--- config.mk ---
export PLATFORM = sky130hd
export DESIGN_NAME = seg7_monitor
export DESIGN_NICKNAME = d
export VERILOG_FILES = /design/src/rtl/seg7_pkg.sv /design/src/rtl/seg7_decode.sv /design/src/rtl/seg7_monitor.sv
export SDC_FILE = /design/constraint.sdc
export NUM_CORES = 1
export LEC_CHECK = 0
export CORE_MARGIN = 8
export CORE_UTILIZATION = 35
export CTS_BUF_LIST = sky130_fd_sc_hd__clkbuf_8
export DETAILED_ROUTE_END_ITERATION = 7
export GPL_TIMING_DRIVEN = 0
export HOLD_SLACK_MARGIN = 0.03
export PLACE_DENSITY = 0.61
export SKIP_CTS_REPAIR_TIMING = 1
export SLEW_MARGIN = 5
export SYNTH_ARGS = -nofsm -noshare
export SYNTH_HDL_FRONTEND = slang
export SYNTH_SLANG_ARGS = --single-unit
--- constraint.sdc ---
create_clock -name clk -period 4.5 [get_ports clk]
set_clock_uncertainty 0.2 [all_clocks]
set_input_delay 1.35 -clock clk [delete_from_list [all_inputs] [get_ports clk]]
set_output_delay 1.35 -clock clk [all_outputs]
set_load 0.01 [all_outputs]
--- src/rtl/seg7_pkg.sv ---
// seg7_pkg: segment patterns, FSM state type and digit width shared by the
// seg7 encoder/monitor slice. Segment bit 0 = a ... bit 6 = g, active-high.
package seg7_pkg;

  localparam int DIGIT_W = 4;

  localparam logic [6:0] SEG_0 = 7'h3F;
  localparam logic [6:0] SEG_1 = 7'h06;
  localparam logic [6:0] SEG_2 = 7'h5B;
  localparam logic [6:0] SEG_3 = 7'h4F;
  localparam logic [6:0] SEG_4 = 7'h66;
  localparam logic [6:0] SEG_5 = 7'h6D;
  localparam logic [6:0] SEG_6 = 7'h7D;
  localparam logic [6:0] SEG_7 = 7'h07;
  localparam logic [6:0] SEG_8 = 7'h7F;
  localparam logic [6:0] SEG_9 = 7'h6F;

  typedef enum logic [1:0] {
    ST_IDLE  = 2'd0,
    ST_FIRST = 2'd1,
    ST_TRACK = 2'd2
  } mon_state_e;

  function automatic logic [DIGIT_W-1:0] next_digit(
    input logic [DIGIT_W-1:0] d
  );
    return (d == 4'd9) ? '0 : d + 4'd1;
  endfunction

endpackage

--- src/rtl/seg7_decode.sv ---
// seg7_decode: combinational 7-segment pattern to BCD digit.
// Exact inverse of the seg7 encoder; anything else reports invalid.
module seg7_decode
  import seg7_pkg::*;
(
  input  logic [6:0]         seg_i,
  output logic               valid_o,
  output logic [DIGIT_W-1:0] digit_o
);

  always_comb begin
    valid_o = 1'b1;
    digit_o = '0;
    unique case (seg_i)
      SEG_0:   digit_o = 4'd0;
      SEG_1:   digit_o = 4'd1;
      SEG_2:   digit_o = 4'd2;
      SEG_3:   digit_o = 4'd3;
      SEG_4:   digit_o = 4'd4;
      SEG_5:   digit_o = 4'd5;
      SEG_6:   digit_o = 4'd6;
      SEG_7:   digit_o = 4'd7;
      SEG_8:   digit_o = 4'd8;
      SEG_9:   digit_o = 4'd9;
      default: valid_o = 1'b0;
    endcase
  end

endmodule

--- src/rtl/seg7_monitor.sv ---
// seg7_monitor: glitch-filtered 7-segment receiver with sequence/period check.
// Define SEG7_MON_SYNC_EN to add a 2-flop synchronizer ahead of the filter.
module seg7_monitor
  import seg7_pkg::*;
#(
  parameter int STABLE_CYCLES = 4,
  parameter int PERIOD_W      = 24
) (
  input  logic                clk,
  input  logic                reset,
  input  logic [6:0]          seg_in,
  input  logic                clr_err,
  output logic [DIGIT_W-1:0]  digit,
  output logic                digit_valid,
  output logic [PERIOD_W-1:0] period,
  output logic                period_stb,
  output logic [7:0]          recovered_cmp,
  output logic                seq_err,
  output logic                inv_err,
  output logic                ovf
);

  localparam logic [7:0] STAB_LAST = 8'(STABLE_CYCLES - 1);
  localparam logic [PERIOD_W-1:0] CNT_MAX = '1;
  localparam logic [PERIOD_W-1:0] CMP_MAX = PERIOD_W'(255);

  logic [6:0] sample;

`ifdef SEG7_MON_SYNC_EN
  logic [6:0] sync1_q, sync2_q;

  always_ff @(posedge clk) begin
    if (reset) begin
      sync1_q <= '0;
      sync2_q <= '0;
    end else begin
      sync1_q <= seg_in;
      sync2_q <= sync1_q;
    end
  end

  assign sample = sync2_q;
`else
  assign sample = seg_in;
`endif

  logic [6:0]          cand_q, last_q, last_d;
  logic [7:0]          stab_q, stab_d;
  logic [PERIOD_W-1:0] cnt_q, cnt_d, cnt_inc, shr;
  logic                accept;
  logic                dec_valid, in_seq;
  logic [DIGIT_W-1:0]  dec_digit;
  mon_state_e          state_q, state_d;

  logic [DIGIT_W-1:0]  digit_q, digit_d;
  logic                dv_q, dv_d;
  logic [PERIOD_W-1:0] period_q, period_d;
  logic                stb_q;
  logic [7:0]          rc_q, rc_d, rc_new;
  logic                seq_q, seq_d, inv_q, inv_d, ovf_q, ovf_d;
  logic                load_digit, load_period, set_seq, set_inv;

  seg7_decode u_dec (
    .seg_i   (cand_q),
    .valid_o (dec_valid),
    .digit_o (dec_digit)
  );

  // A pattern already accepted never re-accepts, so glitches back to it are silent.
  assign accept = (sample == cand_q) && (stab_q == STAB_LAST)
               && (cand_q != last_q);
  assign in_seq = (dec_digit == next_digit(digit_q));

  always_comb begin
    stab_d = stab_q;
    if (sample != cand_q)
      stab_d = '0;
    else if (stab_q != STAB_LAST)
      stab_d = stab_q + 8'd1;
  end

  assign last_d  = accept ? cand_q : last_q;
  assign cnt_inc = (cnt_q == CNT_MAX) ? cnt_q : cnt_q + PERIOD_W'(1);
  assign cnt_d   = accept ? '0 : cnt_inc;
  assign shr     = cnt_inc >> 10;
  assign rc_new  = (shr > CMP_MAX) ? 8'hFF : shr[7:0];

  always_comb begin
    state_d = state_q;
    if (accept) begin
      unique case (state_q)
        ST_IDLE:
          if (dec_valid) state_d = ST_FIRST;
        ST_FIRST:
          if (!dec_valid)  state_d = ST_IDLE;
          else if (in_seq) state_d = ST_TRACK;
        ST_TRACK:
          if (!dec_valid)   state_d = ST_IDLE;
          else if (!in_seq) state_d = ST_FIRST;
        default: state_d = ST_IDLE;
      endcase
    end
  end

  always_comb begin
    load_digit  = 1'b0;
    load_period = 1'b0;
    set_seq     = 1'b0;
    set_inv     = 1'b0;
    if (accept) begin
      if (!dec_valid) begin
        set_inv = 1'b1;
      end else begin
        load_digit  = 1'b1;
        set_seq     = (state_q != ST_IDLE) && !in_seq;
        load_period = (state_q == ST_TRACK) && in_seq;
      end
    end
  end

  assign digit_d  = load_digit ? dec_digit : digit_q;
  assign dv_d     = accept ? dec_valid : dv_q;
  assign period_d = load_period ? cnt_inc : period_q;
  assign rc_d     = load_period ? rc_new : rc_q;
  assign seq_d    = set_seq | (seq_q & ~clr_err);
  assign inv_d    = set_inv | (inv_q & ~clr_err);
  assign ovf_d    = (cnt_q == CNT_MAX) | (ovf_q & ~clr_err);

  always_ff @(posedge clk) begin
    if (reset) begin
      cand_q   <= '0;
      last_q   <= '0;
      stab_q   <= '0;
      cnt_q    <= '0;
      state_q  <= ST_IDLE;
      digit_q  <= '0;
      dv_q     <= 1'b0;
      period_q <= '0;
      stb_q    <= 1'b0;
      rc_q     <= '0;
      seq_q    <= 1'b0;
      inv_q    <= 1'b0;
      ovf_q    <= 1'b0;
    end else begin
      cand_q   <= sample;
      last_q   <= last_d;
      stab_q   <= stab_d;
      cnt_q    <= cnt_d;
      state_q  <= state_d;
      digit_q  <= digit_d;
      dv_q     <= dv_d;
      period_q <= period_d;
      stb_q    <= load_period;
      rc_q     <= rc_d;
      seq_q    <= seq_d;
      inv_q    <= inv_d;
      ovf_q    <= ovf_d;
    end
  end

  assign digit         = digit_q;
  assign digit_valid   = dv_q;
  assign period        = period_q;
  assign period_stb    = stb_q;
  assign recovered_cmp = rc_q;
  assign seq_err       = seq_q;
  assign inv_err       = inv_q;
  assign ovf           = ovf_q;

endmodule

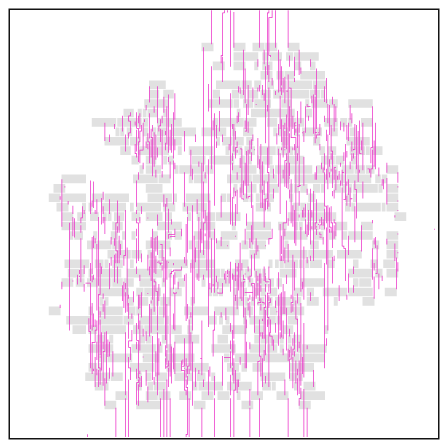
run_1/met2.png
Cells faint in the background.
The layer carries 4550 um of wire. The layer holds 46% of the routed length.
total number of vias: 3456
met2 Use GR: 21.46%
DRT Wirelength: 9.946 mm

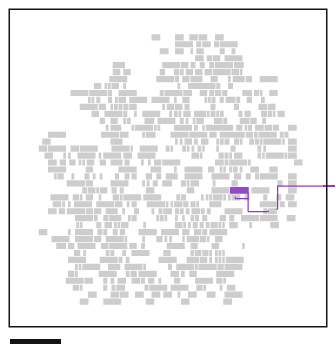
run_1/port_nets.png
Scale bar: 20 um.
Key: `digit_valid` = purple [bits 1, direction output, edge right, end cells 1, buffers 1, wire 49.0 um]
IO Port Bufs: 50
I/O Pins: 51

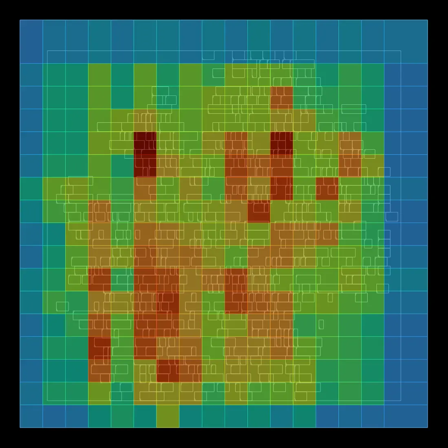
run_1/final_congestion.png
DR WL/cell: 14.76 um
GR peak layer: met2
GRT Util Overall: 13.21%

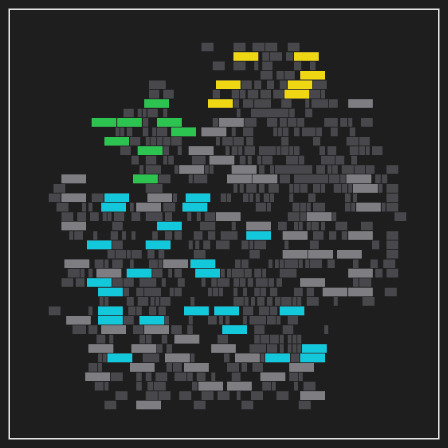
run_1/registers.png
Key: `cand_q` = yellow [flops 7]; `stab_q` = green [flops 8]; `cnt_q` = cyan [flops 24]
Another 50 sequential cells are not colored.
sequential power: 0.000796 W
flop share of the area: 35.86%

==> impl_metrics.py, run 1 <==
# Metrics from the implementation run
metrics = {
    "hold_path": {
        "min_from": "last_q[4]",
    },
    "synthesis": {
        "postSynth.asyncResetShare_pct": 0,
        "synth-seq-cells": 89,
        "xor_area_share_pct": 9.731,
        "yosys-top-cells-area": "dfxtp_1 44%, nor2_1 6.2%, xor2_1 5.8%",
        "yosys.stat.seqShare_pct": 43.99,
        "netlist_area_um2": 4050,
        "synthSimpleGateAreaFrac_pct": 24.75,
    },
    "placed_design": {
        "dpl_worst_slack_ns": -0.1058,
    },
    "grt": {
        "grt-ovfl-total": 0,
        "antenna_found_initial": 0,
        "grt_first_pass_wirelength_mm": 15.93,
        "grt_pass1_vias": 3257,
    },
    "setup_path": {
        "r2r-start": "cand_q[1]",
        "ff2ff_path_depth": 9,
        "path_depth": 9,
        "cp_slowest_cell": "nor4_1",
    },
    "finish": {
        "buffers": 80,
        "final_net_count": 538,
        "sh_comb_area_pct": 42.03,
        "n_antenna_cell": 0,
        "n_fill_cell": 1143,
        "finalInstanceArea_um2": 4969,
    },
    "route": {
        "met3_length_um": 552,
        "route.met2.wl_mm": 4.550,
        "drcViolationCount": 0,
        "drtIter0Drc": 158,
        "vias_per_cell": 5.128,
        "met1_length_mm": 4.632,
    },
    "power_and_ir_drop": {
        "power_leader": "sequential cells",
        "power.share.sequential_pct": 53.0,
        "pwr-share-comb_pct": 4.2,
        "peakVddDrop_uv": 118.9,
        "power_density_nw_per_um2": 302.4,
        "p_leak_nw": 1.766,
    },
    "timing": {
        "timing.final.ws_setup_ns": 0.2744,
        "fin_crit_sh_pct": 93.90,
        "setup_viol": 0,
        "hold_viol": 0,
    },
    "outcome": {
        "outcome": "finished, final reports clean",
    },
    "run": {
        "warning_count": 26,
    },
}
## Run 2: what changed since run 1
--- a/config.mk
+++ b/config.mk
@@ -11,7 +11,7 @@
 export DETAILED_ROUTE_END_ITERATION = 7
 export GPL_TIMING_DRIVEN = 0
 export HOLD_SLACK_MARGIN = 0.03
-export PLACE_DENSITY = 0.61
+export PLACE_DENSITY = 0.66
 export SKIP_CTS_REPAIR_TIMING = 1
 export SLEW_MARGIN = 5
 export SYNTH_ARGS = -nofsm -noshare
==> constraint.sdc (replaced) <==
create_clock -name clk -period 4.5 [get_ports clk]
set_clock_uncertainty 0.2 [all_clocks]
set_input_delay 1.125 -clock clk [delete_from_list [all_inputs] [get_ports clk]]
set_output_delay 1.125 -clock clk [all_outputs]
set_load 0.01 [all_outputs]
==> run 2 against run 1 <==
Sequential power barely moved. Combinational power fell by 0.6%. Area after synthesis did not move. Highest routed layer unchanged. Sequential share of layout area rose by 0.41 points. Design area fell by 1.1%.
==> impl_metrics.py, run 2 <==
# Metrics from the implementation run
metrics = {
    "run": {
        "warning_count": 26,
    },
    "power_and_ir_drop": {
        "p_int_w": 0.001046,
        "peakVddDrop_uv": 114.1,
        "power_density_nw_per_um2": 279.4,
        "pwr-share-comb_pct": 4.6,
        "power.share.sequential_pct": 58.0,
        "seq_power_w": 0.000796,
        "power_leader": "sequential cells",
        "p_leak_nw": 1.738,
    },
    "finish": {
        "buffers": 80,
        "n_antenna_cell": 0,
        "finalInstanceArea_um2": 4912,
        "inv_count": 8,
        "final_net_count": 538,
        "n_fill_cell": 1096,
        "sh_comb_area_pct": 42.51,
    },
    "synthesis": {
        "synthAoiAreaFrac_pct": 13.41,
        "synthesis.nets": 477,
        "synthSimpleGateAreaFrac_pct": 24.75,
        "postSynth.asyncResetShare_pct": 0,
        "logic_family": "simple AND/OR/NAND/NOR gates",
        "yosys_cells": 465,
        "yosys-top-cells-area": "dfxtp_1 44%, nor2_1 6.2%, xor2_1 5.8%",
        "postSynthAreaPerCell_um2": 8.710,
        "yosys.cell_types.count": 53,
        "xor_area_share_pct": 9.731,
        "synth-seq-cells": 89,
        "yosys.stat.seqShare_pct": 43.99,
        "netlist_area_um2": 4050,
    },
    "placed_design": {
        "io_buffers": 50,
        "dpl_worst_slack_ns": 0.09950,
    },
    "clock_network": {
        "cts_tree": "done",
        "clock_latency_ns": 0.37,
        "path_clk_slew_ns": 0.08,
    },
    "setup_path": {
        "path_depth": 9,
        "crit_path_max_incr_delay_ns": 0.67,
        "ff2ff_path_depth": 9,
        "r2r-start": "cand_q[1]",
        "cp_slowest_cell": "nor4_1",
    },
    "grt": {
        "grt_pass1_vias": 3400,
        "grt_first_pass_wirelength_mm": 16.57,
        "grt-ovfl-total": 0,
        "globalRouteMet3Util_pct": 3.309,
        "grt_util_met2_pct": 21.73,
        "top_usage_layer": "met2",
        "antenna_found_initial": 0,
    },
    "timing": {
        "setup_viol": 0,
        "max-slew-margin-rel_pct": 39.25,
        "fin_crit_sh_pct": 88.45,
        "fmax_ghz": 0.2512,
        "whs_ns": 0.2732,
        "timing.final.ws_setup_ns": 0.5197,
        "hold_viol": 0,
    },
    "route": {
        "ant_nets": 0,
        "drcViolationCount": 0,
        "wl_per_cell_um": 14.68,
        "met3_length_um": 689,
        "drtIter0Drc": 209,
        "route.met2.wl_mm": 4.538,
        "met1_length_mm": 4.480,
        "vias_per_cell": 5.107,
    },
    "outcome": {
        "outcome": "finished, final reports clean",
    },
    "die": {
        "dieArea_um2": 15270,
        "ios": 51,
        "num_rows": 39,
        "tapcell.inserted": 143,
    },
    "hold_path": {
        "min_path_cells": 2,
        "min_from": "last_q[4]",
    },
}
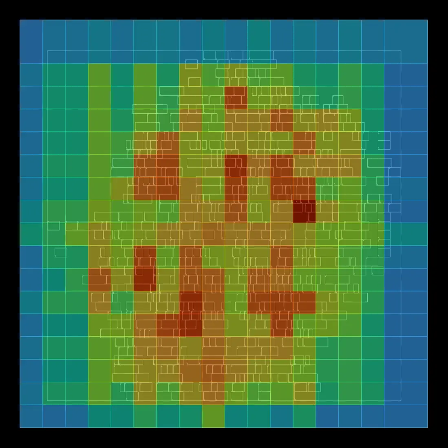
run_2/final_congestion.png
met1 usage: 17.03%
GRT Util Overall: 13.53%

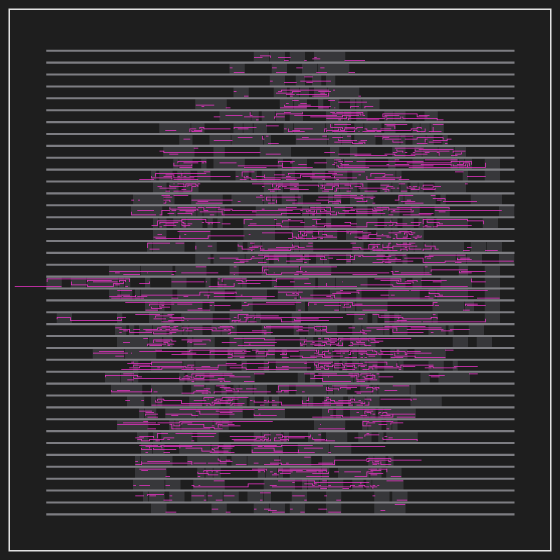
run_2/met1.png
Supply wires on this layer in gray. Cells faint in the background.
The layer holds 45% of the routed length. The longest straight run is 26.5 um. 498 nets have wire on it. The wires run mostly horizontal. The layer carries 4480 um of wire.
DRT Wirelength: 9.893 mm
total number of vias: 3442

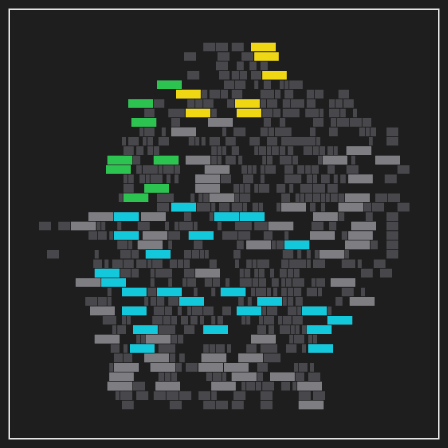
run_2/registers.png
flop share of the area: 36.27%
final core utilization: 43.20%
Flop area: 1782 um2

Power figures rest on the tool's default switching activity, not on a simulated workload.
